===== config.mk =====
export PLATFORM = sky130hd
export DESIGN_NAME = clk_rst_seq_arbiter_flat
export DESIGN_NICKNAME = d
export VERILOG_FILES = /design/src/rtl/clk_rst_seq_arbiter_if.sv /design/src/rtl/clk_rst_seq_arbiter.sv /design/src/flat_wrapper.sv
export SDC_FILE = /design/constraint.sdc
export NUM_CORES = 1
export LEC_CHECK = 0
export ABC_AREA = 1
export ABC_CLOCK_PERIOD_IN_PS = 2950
export CAP_MARGIN = 20
export CORE_UTILIZATION = 49
export CTS_BUF_LIST = sky130_fd_sc_hd__clkbuf_16
export DETAILED_ROUTE_END_ITERATION = 10
export PLACE_DENSITY = 0.87
export SYNTH_ARGS = -nofsm -noshare
export SYNTH_HDL_FRONTEND = slang
export SYNTH_SLANG_ARGS = --single-unit

===== constraint.sdc =====
create_clock -name tb_clk_o -period 2.95 [get_ports tb_clk_o]
set_input_delay 0.7375 -clock tb_clk_o [delete_from_list [all_inputs] [get_ports tb_clk_o]]
set_output_delay 0.7375 -clock tb_clk_o [all_outputs]
set_load 0.03 [all_outputs]

===== src/rtl/clk_rst_seq_arbiter_if.sv =====
// clk_rst_seq_arbiter_if: request/grant and staged clock/reset outputs of clk_rst_seq_arbiter.
interface clk_rst_seq_arbiter_if #(
   parameter int NUM_REQ = 4,
   parameter int NUM_DOM = 3,
   parameter int CNT_W   = 16
);
   localparam int PW = NUM_REQ > 1 ? $clog2(NUM_REQ) : 1;
   logic [NUM_REQ-1:0]       req_valid_i;
   logic [NUM_REQ-1:0]       req_op_i;
   logic [NUM_REQ*CNT_W-1:0] req_len_i;
   logic [NUM_REQ-1:0]       req_ready_o;
   logic [PW-1:0]            grant_id_o;
   logic [NUM_DOM-1:0]       dom_rst_o;
   logic                     clk_gate_o;
   logic                     busy_o;
   logic                     done_o;
   modport master (output req_valid_i, req_op_i, req_len_i,
                   input  req_ready_o, grant_id_o, dom_rst_o, clk_gate_o, busy_o, done_o);
   modport slave  (input  req_valid_i, req_op_i, req_len_i,
                   output req_ready_o, grant_id_o, dom_rst_o, clk_gate_o, busy_o, done_o);
endinterface


===== src/rtl/clk_rst_seq_arbiter.sv =====
// clk_rst_seq_arbiter: round-robin sequencer for staged reset release and clock gating.
// Define CLK_RST_SEQ_GATE_IN_RST_EN to also hold clk_gate_o high throughout ASSERT.
module clk_rst_seq_arbiter #(
   parameter int NUM_REQ   = 4,
   parameter int NUM_DOM   = 3,
   parameter int CNT_W     = 16,
   parameter int STAGE_GAP = 4,
   parameter bit RST_POL   = 1'b1
) (
   input logic                  tb_clk_o,
   input logic                  rst_enable,
   clk_rst_seq_arbiter_if.slave bus
);
   localparam int PW = NUM_REQ > 1 ? $clog2(NUM_REQ) : 1;
   localparam int IW = $clog2(NUM_DOM + 1);
   typedef enum logic [2:0] {IDLE, ASSERT, RELEASE, GATE, DONE} state_e;
   state_e             state_q, state_d;
   logic [PW-1:0]      ptr_q, ptr_d, gid_q, gid_d, gsel, cand;
   logic [CNT_W-1:0]   cnt_q, cnt_d, len_g;
   logic [IW-1:0]      idx_q, idx_d;
   logic [NUM_DOM-1:0] dom_q, dom_d;
   logic [NUM_REQ-1:0] ready;
   logic               found;
   always_comb begin
      found = 1'b0;
      gsel  = '0;
      cand  = '0;
      for (int k = 0; k < NUM_REQ; k++) begin
         cand = PW'((int'(ptr_q) + k) % NUM_REQ);
         if (!found && bus.req_valid_i[cand]) begin
            found = 1'b1;
            gsel  = cand;
         end
      end
      len_g = bus.req_len_i[int'(gsel)*CNT_W +: CNT_W];
   end
   always_comb begin
      state_d = state_q;
      ptr_d   = ptr_q;
      gid_d   = gid_q;
      cnt_d   = cnt_q;
      idx_d   = idx_q;
      dom_d   = dom_q;
      ready   = '0;
      case (state_q)
         IDLE: if (found) begin
            ready[gsel] = 1'b1;
            gid_d       = gsel;
            ptr_d       = PW'((int'(gsel) + 1) % NUM_REQ);
            cnt_d       = len_g == '0 ? CNT_W'(1) : len_g;
            state_d     = bus.req_op_i[gsel] ? GATE : ASSERT;
            dom_d       = bus.req_op_i[gsel] ? dom_q : '1;
         end
         ASSERT: if (cnt_q == CNT_W'(1)) begin
            state_d = RELEASE;
            cnt_d   = CNT_W'(STAGE_GAP);
            idx_d   = '0;
         end else cnt_d = cnt_q - 1'b1;
         // one extra RELEASE cycle after the last domain clears before DONE
         RELEASE: if (idx_q == IW'(NUM_DOM)) state_d = DONE;
         else if (cnt_q == CNT_W'(1)) begin
            dom_d[idx_q] = 1'b0;
            idx_d        = idx_q + 1'b1;
            cnt_d        = CNT_W'(STAGE_GAP);
         end else cnt_d = cnt_q - 1'b1;
         GATE: if (cnt_q == CNT_W'(1)) state_d = DONE;
         else cnt_d = cnt_q - 1'b1;
         DONE: state_d = IDLE;
         default: state_d = IDLE;
      endcase
   end
   always_ff @(posedge tb_clk_o or posedge rst_enable) begin
      if (rst_enable) begin
         state_q <= RELEASE;
         ptr_q   <= '0;
         gid_q   <= '0;
         cnt_q   <= CNT_W'(STAGE_GAP);
         idx_q   <= '0;
         dom_q   <= '1;
      end else begin
         state_q <= state_d;
         ptr_q   <= ptr_d;
         gid_q   <= gid_d;
         cnt_q   <= cnt_d;
         idx_q   <= idx_d;
         dom_q   <= dom_d;
      end
   end
   assign bus.req_ready_o = ready;
   assign bus.grant_id_o  = gid_q;
   assign bus.dom_rst_o   = RST_POL ? dom_q : ~dom_q;
`ifdef CLK_RST_SEQ_GATE_IN_RST_EN
   assign bus.clk_gate_o  = state_q == GATE || state_q == ASSERT;
`else
   assign bus.clk_gate_o  = state_q == GATE;
`endif
   assign bus.busy_o      = state_q != IDLE;
   assign bus.done_o      = state_q == DONE;
endmodule


===== src/flat_wrapper.sv =====
// flat-port wrapper written by rule: the top's interface ports become plain ports
module clk_rst_seq_arbiter_flat 
#(
   parameter int NUM_REQ   = 4,
   parameter int NUM_DOM   = 3,
   parameter int CNT_W     = 16,
   parameter int STAGE_GAP = 4,
   parameter bit RST_POL   = 1'b1
)
  (tb_clk_o, rst_enable, bus_req_valid_i, bus_req_op_i, bus_req_len_i, bus_req_ready_o, bus_grant_id_o, bus_dom_rst_o, bus_clk_gate_o, bus_busy_o, bus_done_o);
  clk_rst_seq_arbiter_if #(.NUM_REQ(NUM_REQ), .NUM_DOM(NUM_DOM), .CNT_W(CNT_W)) bus_i ();
  input logic tb_clk_o;
  input logic rst_enable;
  input wire logic [$bits(bus_i.req_valid_i)-1:0] bus_req_valid_i;
  input wire logic [$bits(bus_i.req_op_i)-1:0] bus_req_op_i;
  input wire logic [$bits(bus_i.req_len_i)-1:0] bus_req_len_i;
  output wire logic [$bits(bus_i.req_ready_o)-1:0] bus_req_ready_o;
  output wire logic [$bits(bus_i.grant_id_o)-1:0] bus_grant_id_o;
  output wire logic [$bits(bus_i.dom_rst_o)-1:0] bus_dom_rst_o;
  output wire logic [$bits(bus_i.clk_gate_o)-1:0] bus_clk_gate_o;
  output wire logic [$bits(bus_i.busy_o)-1:0] bus_busy_o;
  output wire logic [$bits(bus_i.done_o)-1:0] bus_done_o;
  assign bus_i.req_valid_i = bus_req_valid_i;
  assign bus_i.req_op_i = bus_req_op_i;
  assign bus_i.req_len_i = bus_req_len_i;
  assign bus_req_ready_o = bus_i.req_ready_o;
  assign bus_grant_id_o = bus_i.grant_id_o;
  assign bus_dom_rst_o = bus_i.dom_rst_o;
  assign bus_clk_gate_o = bus_i.clk_gate_o;
  assign bus_busy_o = bus_i.busy_o;
  assign bus_done_o = bus_i.done_o;
  clk_rst_seq_arbiter #(.NUM_REQ(NUM_REQ), .NUM_DOM(NUM_DOM), .CNT_W(CNT_W), .STAGE_GAP(STAGE_GAP), .RST_POL(RST_POL)) u_core (.tb_clk_o(tb_clk_o), .rst_enable(rst_enable), .bus(bus_i));
endmodule

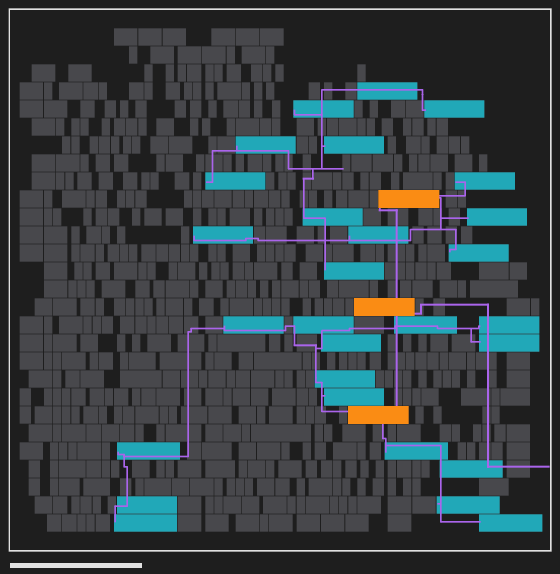
run_1/clock_map.png
The bar under the picture is 20 um long.
[flip-flops] cyan | count: 28
[clock wires] purple | length: 402 um
[cells driving clock nets] orange | count: 3
routed clock nets: 4

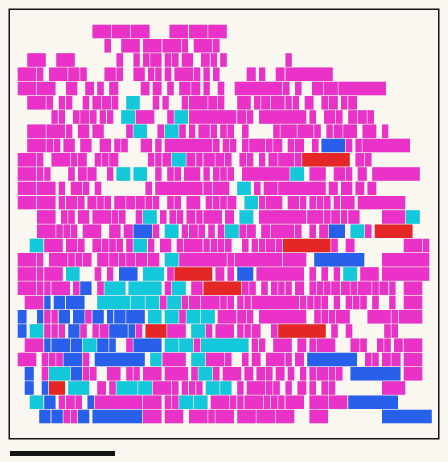
run_1/drive_strength.png
The bar under the picture is 20 um long.
| size | color | cells | share |
|---|---|---|---|
| drive 3 to 4 | cyan | 52 | 8.3% |
| drive 2 | blue | 44 | 7.0% |
| drive 1 or less | magenta | 526 | 83% |
| drive 6 and up | red | 8 | 1.3% |

==> run_results.csv, run 1 <==
group,metric,value,unit
status,status,"finished clean",
timing,report.final.slew_viol_count,0,
drt,drt_iter0_drc,371,
pwr,switching_share,28.5,%
logic_synthesis,yosysTopAreaCellShare,18.5,%
cts,cts_buffers,3,
critical_path,reg2reg_from,"u_core.ptr_q[0]",
critical_path,critPathCapture,"bus_req_ready_o[3]",
logic_synthesis,synth_flops,28,
cells_and_area,area_growth,41.1,%
logic_synthesis,yosysWarnings,0,
cts,post_cts_buffers,5,
pwr,p_clk_share,31.0,%
timing,slew_headroom,58.1,%
cells_and_area,design_area,4380,um^2
pwr,seq_cell_power,384,uW
timing,setup_violations,0,
logic_synthesis,yosys_area,3110,um^2
pwr,p_comb,341,uW
pwr,power.switching,300,uW
global_routing,gr-usage-all-layers,29.5,%
cells_and_area,combGateArea,1880,um^2
cells_and_area,ff_count,28,
drt,wl_per_cell,13.5,um
cells_and_area,buf_share,26.9,%
cts,cts_sinks,28,
logic_synthesis,async_reset_ff_share,100,%
cells_and_area,fin_util,72.7,%
drt,remaining_drc_errors,0,
die,fp_util,51.5,%
global_routing,grt_max_degree,27,
worst_hold_path,hp-class,"register to register",
die,core_area,6030,um^2
cells_and_area,regArea,709,um^2
critical_path,worstPathRequired,2.21,ns
global_routing,antenna_found_initial,0,
cts,cts_tree,"done",
cells_and_area,sh_comb_area,42.8,%
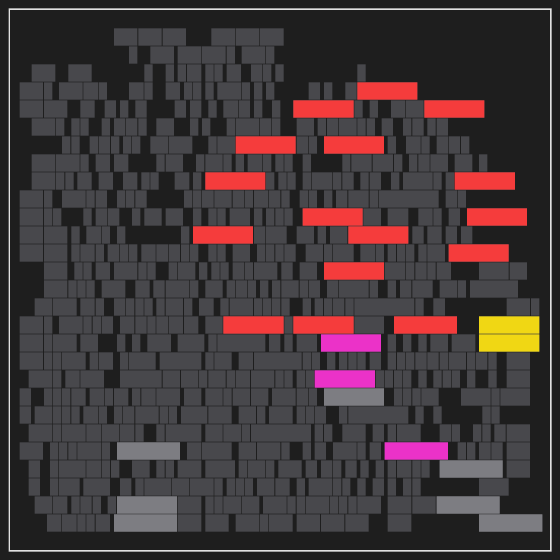
run_1/registers.png
Other sequential cells in the stronger gray, the rest of the logic in the fainter gray.
| name in the netlist | color | flops |
|---|---|---|
| `u_core.state_q` | magenta | 3 |
| `u_core.idx_q` | yellow | 2 |
| `u_core.cnt_q` | red | 16 |
not colored: 7

==> run 1: metal layers <==
metal	track usage [%]	wire, um	vias up
met5	0	0	-
met4	12.6	294	0
met3	4.00	612	33
met2	51.5	4770	179
met1	36.2	3850	1737
li1	-	-	1849
==> run 1: cell usage in the layout (no fill, tap or decap), types with 3 or more instances in the layout <==
cell and instances:
nand2_1 137, nand2_2 14, nand3_2 7, nand3_1 38
ha_1 8, dfstp_2 5, xor2_1 4, a21oi_1 14
nand2_4 4, a31oi_1 3, o21ai_0 19, buf_4 42
buf_12 3, inv_1 105, clkbuf_2 4, dfrtp_1 21
nand4_1 28, clkdlybuf4s50_1 77, a2bb2oi_1 4, inv_2 8
clkbuf_16 3, nor2_1 46, a22oi_1 7
==> run 1: critical path, cell delays in order (launching register included) <==
cell and delay, ns:
dfrtp_2 0.48, buf_6 0.16, nand2_4 0.07, nand2_4 0.06, nand2_2 0.08, nand2_2 0.07, nor2_4 0.13, nand2_1 0.08
nand3_2 0.09, nand2_4 0.08, inv_4 0.08, ha_2 0.16, inv_1 0.03, nor2_1 0.10, buf_4 0.17
==> run 1: per-stage QoR <==
stage / hold WS [ns] / power [mW] / setup WS [ns] / std cells
2_1_floorplan: 0.506 / 0.545 / 0.0164 / 518
3_3_place_gp: 0.465 / 0.699 / -0.161 / 688
4_1_cts: 0.483 / 1.03 / 0.00711 / 697
6_report: 0.487 / 1.05 / 0.0973 / 705
5_1_grt: 0.502 / 1.09 / -0.0214 / 705
3_5_place_dp: 0.472 / 0.706 / -0.249 / 688
==> run 1: cell families after synthesis <==
kind of cell,Yosys count,synth area share (%)
compound gates,58,11.4
xor+xnor,5,1.41
fa+ha+maj,10,4.03
buf+inv,135,18.9
flops,28,22.8
simple gates,282,41.5
==> run 2: changes to the inputs <==
--- a/config.mk
+++ b/config.mk
@@ -7,10 +7,10 @@
 export LEC_CHECK = 0
 export ABC_AREA = 1
 export ABC_CLOCK_PERIOD_IN_PS = 2950
-export CAP_MARGIN = 20
 export CORE_UTILIZATION = 49
 export CTS_BUF_LIST = sky130_fd_sc_hd__clkbuf_16
 export DETAILED_ROUTE_END_ITERATION = 10
+export GPL_ROUTABILITY_DRIVEN = 0
 export PLACE_DENSITY = 0.87
 export SYNTH_ARGS = -nofsm -noshare
 export SYNTH_HDL_FRONTEND = slang
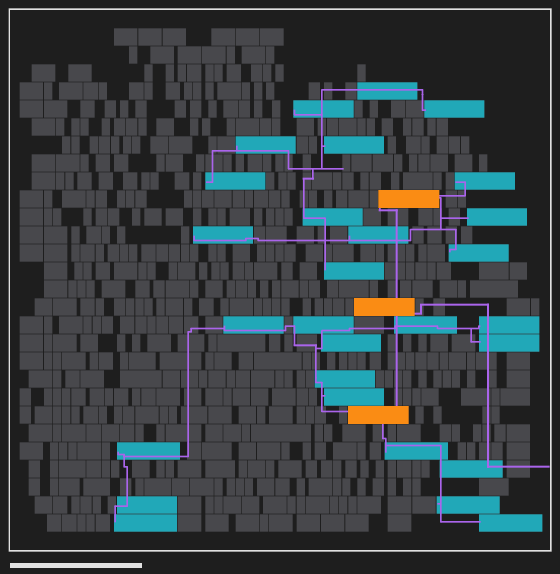
run_2/clock_map.png
The bar under the picture is 20 um long.
[flip-flops] cyan | count: 28
[cells driving clock nets] orange | count: 3
[clock wires] purple | length: 402 um
routed clock nets: 4
clock skew: 0.00384 ns
worst skew pair latency: 0.27 ns
Clock group: 326 uW

==> run 2 against run 1 <==
Clock skew unchanged. Count of clock-buffer cells in the layout unchanged. Cell area unchanged. Combinational power about the same. Highest routed layer unchanged.
==> run_results.csv, run 2 <==
group,metric,value,unit
timing,fin_ws,0.0973,ns
critical_path,crit_top_cell,"nand2_4",
worst_hold_path,hp-class,"register to register",
logic_synthesis,synth_flops,28,
pwr,p_comb,341,uW
status,status,"finished clean",
drt,remaining_drc_errors,0,
cells_and_area,area_growth,41.1,%
critical_path,crit_chain,"buf_6, nand2_4, nand2_4, nand2_2, nand2_2, nor2_4, nand2_1, nand3_2, nand2_4, inv_4, ha_2, inv_1, nor2_1, buf_4",
pwr,power.switching,300,uW
cts,cts_sinks,28,
logic_synthesis,async_reset_ff_share,100,%
cts,cts_tree,"done",
critical_path,worstPathRequired,2.21,ns
timing,report.final.slew_viol_count,0,
pwr,finalPower,1.05,mW
cells_and_area,design_area,4380,um^2
drt,drt_iter0_drc,371,
logic_synthesis,yosys_area,3110,um^2
timing,slew_headroom,58.1,%
logic_synthesis,yosysWarnings,0,
cells_and_area,fin_util,72.7,%
pwr,p_clk_share,31.0,%
placed_design,place_ws,-0.249,ns
cells_and_area,layout_top_cells,"137 x nand2_1, 105 x inv_1, 77 x clkdlybuf4s50_1",
global_routing,grt_max_degree,27,
cells_and_area,layout_top_cell,"nand2_1",
## run 2: cell counts after synthesis
No cell type changed its count.
## run 2: final cells by class
| class | count | area, um^2 |
|---|---|---|
| clock buffers | 3 | 75.1 |
| multi-input cells | 355 | 1880 |
| fillers | 469 | 1650 |
| repair buffers | 127 | 1180 |
| flip-flops and latches | 28 | 709 |
| clock inverters | 1 | 3.75 |
| well taps | 75 | 93.8 |
| inverters | 116 | 445 |
## run 2: final timing paths
kind | from | endpoint | cells past startpoint
worst max-delay path | u_core.ptr_q[0] | bus_req_ready_o[3] | 14
worst min-delay path | u_core.bus.dom_rst_o[2] | u_core.bus.dom_rst_o[2] | 2
worst max register to register | u_core.ptr_q[0] | u_core.cnt_q[0] | 21
worst min register to register | u_core.bus.dom_rst_o[2] | u_core.bus.dom_rst_o[2] | 2
max in group asynchronous | rst_enable | u_core.cnt_q[4] | 3
min in group asynchronous | rst_enable | u_core.idx_q[1] | 2
## run 2: routing by layer
metal / track usage, % / share of wire, % / up-vias
li1: - / - / 1849
met1: 36.2 / 40 / 1737
met2: 51.5 / 50 / 179
met3: 4.00 / 6.4 / 33
met4: 12.6 / 3.1 / 0
met5: 0 / 0 / -
## run 2: kinds of logic (layout without fill, tap and decap cells)
logic type,count (synthesis),count (layout),share of synthesized area (%)
DFF,28,28,22.8
xor gates and xnor gates,5,5,1.41
buffers and inverters,135,247,18.9
adders and majority gates,10,10,4.03
and+or+nand+nor,282,282,41.5
AOI/OAI and AO/OA,58,58,11.4
## run 2: worst max-delay path: cells and delay by family (launching register included)
kind	cells	cell delay [ns]
adders and majority gates	1	0.16
buffers and inverters	4	0.44
and+or+nand+nor	9	0.76
DFF	1	0.48
## run 2: timing repair
action,CTS,global route
endpoints found under the setup margin,4,5
gates resized,22,21
buffers inserted,5,8
pin swaps,14,13
==> run 3: changes to the inputs <==
--- a/config.mk
+++ b/config.mk
@@ -6,7 +6,7 @@
 export NUM_CORES = 1
 export LEC_CHECK = 0
 export ABC_AREA = 1
-export ABC_CLOCK_PERIOD_IN_PS = 2950
+export ABC_CLOCK_PERIOD_IN_PS = 3090
 export CORE_UTILIZATION = 49
 export CTS_BUF_LIST = sky130_fd_sc_hd__clkbuf_16
 export DETAILED_ROUTE_END_ITERATION = 10
==> constraint.sdc (replaced) <==
create_clock -name tb_clk_o -period 3.09 [get_ports tb_clk_o]
set_input_delay 0.7725 -clock tb_clk_o [delete_from_list [all_inputs] [get_ports tb_clk_o]]
set_output_delay 0.7725 -clock tb_clk_o [all_outputs]
set_load 0.03 [all_outputs]
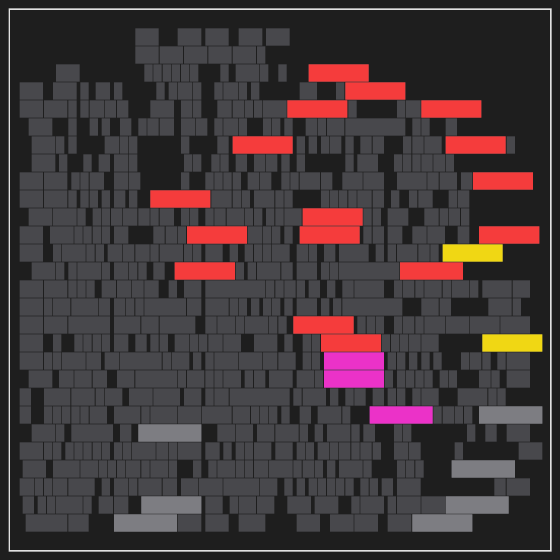
run_3/registers.png
Other sequential cells in the stronger gray, the rest of the logic in the fainter gray.
| name in the netlist | color | flops |
|---|---|---|
| `u_core.idx_q` | yellow | 2 |
| `u_core.cnt_q` | red | 16 |
| `u_core.state_q` | magenta | 3 |

==> run 3 against run 2 <==
The flow now finishes with violations (setup timing). Non-clock buffer count decreased by 11. Power decreased by 5.9%. Clock power decreased by 6%. Core utilization decreased by 0.50 points. Cell area decreased by 0.69%. Critical path depth unchanged. Cell count decreased by 1.6%. Critical endpoint unchanged.
==> run_results.csv, run 3 <==
group,metric,value,unit
cells_and_area,nFillCells,442,
cts,cts_sinks,28,
timing,setup_violations,1,
logic_synthesis,async_reset_ff_share,100,%
logic_synthesis,yosysTopAreaCellShare,18.5,%
status,violations,"setup timing",
critical_path,cp_slowest_cell,"nor2_4",
timing,fin_ws,-0.0267,ns
critical_path,worstPathRequired,2.32,ns
placed_design,place_ws,-0.224,ns
status,status,"finished with violations",
cells_and_area,fin_cells,694,
cts,cts_buffers,3,
cells_and_area,layout_top_cells,"136 x nand2_1, 104 x inv_1, 77 x clkdlybuf4s50_1",
critical_path,crit_chain,"clkdlybuf4s15_1, inv_2, nand2_4, nand3_4, nand2_4, nor2_4, nand3_2, nand3_2, nand2_4, inv_4, ha_4, inv_1, nor2_1, buf_4",
cells_and_area,design_area,4350,um^2
cells_and_area,area_growth,40.1,%
die,core_area,6030,um^2
global_routing,antenna_found_initial,0,
global_routing,gr-usage-all-layers,28.4,%
timing,fin_skew,0.00177,ns
run 3: cell counts after synthesis:
Identical to the previous run, type by type.
run 3: where the power goes:
part | internal [mW] | leakage (nW) | switching [mW]
clock | 0.174 | 0.0385 | 0.134
sequential | 0.366 | 0.306 | 0
combinational | 0.159 | 1.98 | 0.156
run 3: per-layer routing:
layer / share of wire [%] / track usage [%] / vias up
li1: - / - / 1830
met1: 39 / 33.0 / 1798
met2: 49 / 49.5 / 226
met3: 7.3 / 3.11 / 44
met4: 4.6 / 17.7 / 0
met5: 0 / 0 / -
run 3: final timing paths:
kind                                      endpoint  slack [ns]  depth (start not counted)
setup / recovery                bus_req_ready_o[3]       -0.03                         14
hold / removal             u_core.bus.dom_rst_o[2]        0.48                          2
setup reg to reg                   u_core.cnt_q[0]        0.30                         20
hold reg to reg            u_core.bus.dom_rst_o[2]        0.48                          2
max in group asynchronous        u_core.state_q[1]        1.90                          3
min in group asynchronous          u_core.idx_q[0]        0.88                          3
run 3: tightest hold or removal path: cells and delay by family, from the launching register on:
family	cells	cell delay (ns)
DFF	1	0.37
AOI/OAI and AO/OA	1	0.06
and+or+nand+nor	1	0.05
run 3: layout make-up:
cell class                      count  area, um^2  area share (%)
Multi-Input combinational cell    355        1950            44.9
Timing Repair Buffer              116        1070            24.6
Sequential cell                    28         709            16.3
Inverter                          116         445            10.2
Tap cell                           75        93.8            2.16
Clock buffer                        3        75.1            1.73
Clock inverter                      1        3.75          0.0863
run 3: kinds of logic after synthesis:
kind of cell             count (synthesis)  synth area share [%]
AND/OR/NAND/NOR                        282                  41.5
buffers and inverters                  135                  18.9
AND-OR/OR-AND                           58                  11.4
flip-flops                              28                  22.8
adder cells (fa/ha/maj)                 10                  4.03
XOR/XNOR                                 5                  1.41
No activity file was given, so power comes from the tool's default toggle rates.
